==> config.mk <==
export PLATFORM = sky130hd
export DESIGN_NAME = light_7_sequencer
export DESIGN_NICKNAME = d
export VERILOG_FILES = /design/src/rtl/light_7_sequencer.sv
export SDC_FILE = /design/constraint.sdc
export NUM_CORES = 1
export LEC_CHECK = 0
export CORE_MARGIN = 2
export CORE_UTILIZATION = 50
export CTS_BUF_LIST = sky130_fd_sc_hd__clkbuf_2 sky130_fd_sc_hd__clkbuf_4 sky130_fd_sc_hd__clkbuf_8
export DETAILED_ROUTE_END_ITERATION = 10
export GPL_TIMING_DRIVEN = 0
export PLACE_DENSITY_LB_ADDON = 0.15
export REMOVE_ABC_BUFFERS = 1
export SLEW_MARGIN = 20
export SYNTH_ARGS = -nofsm -noshare
export SYNTH_HDL_FRONTEND = slang
export SYNTH_SLANG_ARGS = --single-unit
==> constraint.sdc <==
create_clock -name i_clk -period 5.5 [get_ports i_clk]
set_clock_uncertainty 0.05 [all_clocks]
set_input_delay 1.1 -clock i_clk [delete_from_list [all_inputs] [get_ports i_clk]]
set_output_delay 1.1 -clock i_clk [all_outputs]
set_load 0.02 [all_outputs]
**Run 1: ports around the boundary**

Pins as bars across the die edge, other pins in gray.
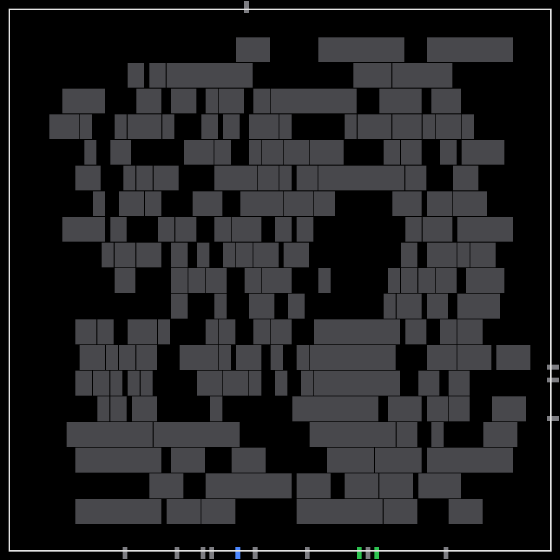
| color | port | pins | direction | edge |
|---|---|---|---|---|
| green | i_mode | 2 | input | bottom |
| blue | o_led_5 | 1 | output | bottom |
all pins by edge: 11 bottom, 3 right, 1 top
horizontal die size: 57.2 um
die height: 57.2 um

**Run 1: selected gate families**

Bar = 20 um.
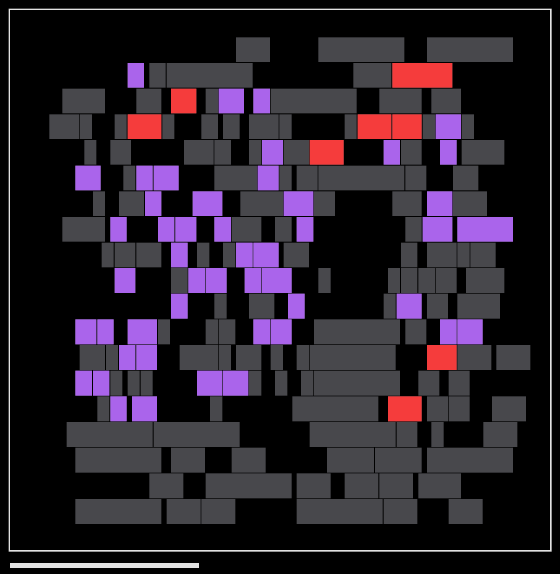
| color | family | cells |
|---|---|---|
| red | non-inverting ao/oa cells | 8 |
| purple | aoi and oai cells | 48 |
fraction of area in multi-input gates: 57.7%
Top cell excl fill/tap: dfrtp_1

**Run 1: register map, names as in the netlist**

Bar = 20 um.
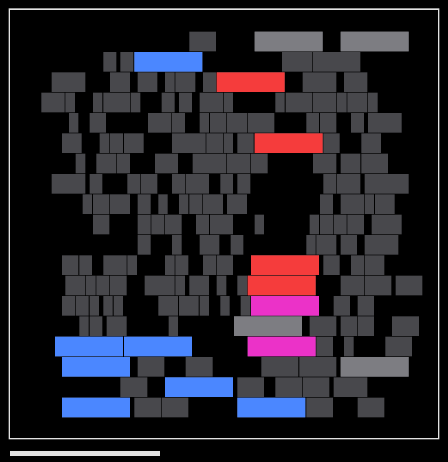
| color | name in the netlist | placed flops |
|---|---|---|
| blue | r_led | 7 |
| red | r_step | 4 |
| magenta | r_mode | 2 |
power of the sequential group: 0.142 mW
flip-flop and latch share of the layout cell area: 26.8%

==> impl_metrics.tcl <==
# collected from the flow reports
set metrics [dict create \
    setup_viol_count_final 0 \
    post-synth-top-area-fraction_pct 30.0 \
    final-hold-violation-count 0 \
    num_vias 1363 \
    use_met3_pct 2.04 \
    max_slew_headroom_pct 44.7 \
    ys_top_logic_family "AND-OR/OR-AND gates" \
    gr-max-usage-layer "met2" \
    worst_setup_hold_path_clk_slew_ns 0.10 \
    synth-compound-area-share_pct 27.5 \
    finalClockPeriodUsage_pct 69.0 \
    placed_cell_area_um2 1560 \
    cts_hold_buffers 0 \
    drv_cap 0 \
    area_growth_syn_to_layout_pct 12.2 \
    drc 0 \
    yosys_cell_count 169 \
    synth.yosys.warnings 0 \
    async_flop_share_pct 100 \
    synth_area_um2 1420 \
    insertedDiodeCount 0 \
    fp.dieArea_um2 3280 \
    m1_wl_mm 1.54 \
    regToRegSetupSlack_ns 2.28 \
    syn_inst 169 \
    row_count 19 \
    worstSetupPathType "in -> reg" \
    yosys.stat.chipArea_um2 1420 \
    timing_max_transition_violations_final 0 \
    grt_usage_pct 22.6 \
    count_of_buffer_and_inverter_cells_on_the_critical_path 2 \
    peak_supply_drop_v 0.000170 \
    tritoncts "yes" \
    met1_usage_pct 31.0 \
    grt_max_degree 18 \
    core_box_area_um2 2730 \
    placed_cells 207 \
    timing.critical_path.slowest_stage_cell "clkdlybuf4s50_1" \
    finalWirelength_mm 3.52 \
    path_cells "clkdlybuf4s50_1 > and4bb_2 > a211oi_1 > a31o_2 > inv_2 > ha_1 > nand2_1 > ha_1 > o21ai_0 > a211oi_1 > o21ai_0 > o41ai_1 > a21o_1" \
    avg_synthesized_cell_area_um2 8.39 \
    antenna_violations_before_repair 0 \
    drive_above_1_share_pct 11.7 \
    synth_flop_count 17 \
    design_power_total_mw 0.313 \
    synth-edff-count 0 \
    critical_path_arrival_ns 3.98 \
    ff2ff_path_depth 13 \
    static-leakage-power_nw 0.638 \
    max-clock-path-buffers 2 \
    dr.pass1.iters 4 \
    outcome "finished clean" \
    finalWorstPathRequiredPeriod_ns 3.80 \
    timing.critical_path.max_delay_family "AND-OR/OR-AND gates" \
    final_nets 193 \
    global_routing_usage_on_met2_pct 36.6 \
    top_cells_by_area "dfrtp_1 (30%), ha_1 (5.3%), o21ai_0 (4.6%)" \
    route.met3.wl_um 239 \
    initial_utilization_pct 51.9 \
    postCtsSetupRepairBufs 0 \
    routed_wl_met2_mm 1.69 \
    fmaxAchievable_ghz 0.264 \
    rsz0062_at_grt "false" \
    routed.top_layer "met4" \
    worst_hold_path.num_cells 1 \
    dpl_worst_slack_ns 1.15 \
    totalNegativeSetupSlack_ns 0 \
    grt_overflow_total 0 \
    crit_fanout 8 \
    place.detailed.hpwl_mm 2.66 \
    critical_path.max_stage_delay_ns 0.60 \
    via_per_inst 6.46 \
    power_per_cell_area_nw_per_um2 197 \
    synthMuxAreaShare_pct 2.91 \
    worstSkewPairLatency_ns 0.30 \
    grt_pass1_wl_mm 5.81 \
    io_buffers 14 \
    timing.critical_path.required_ns 5.69 \
    number_of_global_route_vias_before_repair 1280 \
    gp_routability_congestion 0.963 \
    htree_levels 1 \
    largest_reg_flops 7 \
    detailed_route_wire_length_per_cell_um 16.7 \
    antenna_violating_nets_left 0 \
    hold_ws_ns 0.491 \
    critical_path_cell_count 13 \
    tritoncts_num_sinks 17 \
    floorplan.io_pins 15 \
    critPathLaunchType "input pin" \
    fill_cells 250 \
    layout.cells.non_filler 211 \
    stage_log_warnings 26 \
    worst_setup_ep_type "flip-flop" \
    cts_inserted_buffers 3 \
    synth.yosys.seq_area_share_pct 30.0 \
    ys_sh_adder_pct 5.30 \
    xor_area_share_pct 3.09 \
    top_area_cell "dfrtp_1" \
    hold_path.class "reg -> reg" \
    cts_resized 0 \
    synth-simple-area-share_pct 25.4 \
    initial_detailed_routing_violation_count 113 \
    worstMarginPinSlew_ns 0.813 \
    finalWorstSetupSlack_ns 1.71 \
    clock-root-buffer "clkbuf_4" \
    post-route-util_pct 58.2 \
    synthFlopType "dfrtp_1" \
    stdcell_area_um2 1590 \
    distinct_lib_cells_used 57 \
]
## run 1: cell type report
class                      instances  area, um^2  share of cell area (%)
multi-input combinational        135         918                    57.7
sequential                        17         425                    26.8
timing repair buffer              14         140                    8.81
tap                               31        38.8                    2.44
inverter                          10        37.5                    2.36
clock buffer                       3        22.5                    1.42
clock inverter                     1        7.51                   0.472
## run 1: placed cells by master (no fill, tap or decap), drive strengths merged, types with 2 or more instances in the layout
cell,netlist,final
nand3b,3,3
nor3b,3,3
o22ai,3,3
xor2,2,2
nor2,11,11
nor3,4,4
a31oi,5,5
clkbuf,4,3
nor2b,3,3
xnor2,3,3
nand2,15,15
nand2b,3,3
or2,2,2
inv,9,9
dfrtp,17,17
mux2i,3,3
a21oi,11,11
nand3,7,7
o211ai,2,2
and3,2,2
a211oi,6,6
o21ai,14,14
nand4,2,2
and2,2,2
clkdlybuf4s50,0,14
ha,6,6
## run 1: cell usage after synthesis, types with 3 or more instances
cell type / number
nand2b_1: 3
nor2b_1: 3
a211oi_1: 6
inv_2: 3
nor3_1: 4
dfrtp_1: 17
nand2_1: 15
inv_1: 6
a31oi_1: 5
clkbuf_1: 3
mux2i_1: 3
nand3_1: 7
nand3b_1: 3
a21oi_1: 10
nor2_1: 11
xnor2_1: 3
ha_1: 6
o21ai_0: 13
o22ai_1: 3
## run 1: power by group
group	internal, mW	leakage [nW]	switching [mW]
clock network	0.0277	0.0139	0.0434
registers	0.135	0.226	0.00664
logic	0.0374	0.398	0.0629
total	0.200	0.638	0.113
## run 1: logic make-up after synthesis
group                      Yosys count
adders and majority gates            6
xor gates and xnor gates             5
DFF                                 17
buffers and inverters               17
and+or+nand+nor                     64
muxes                                4
AOI/OAI and AO/OA                   56
Power and IR drop assume default switching activity.
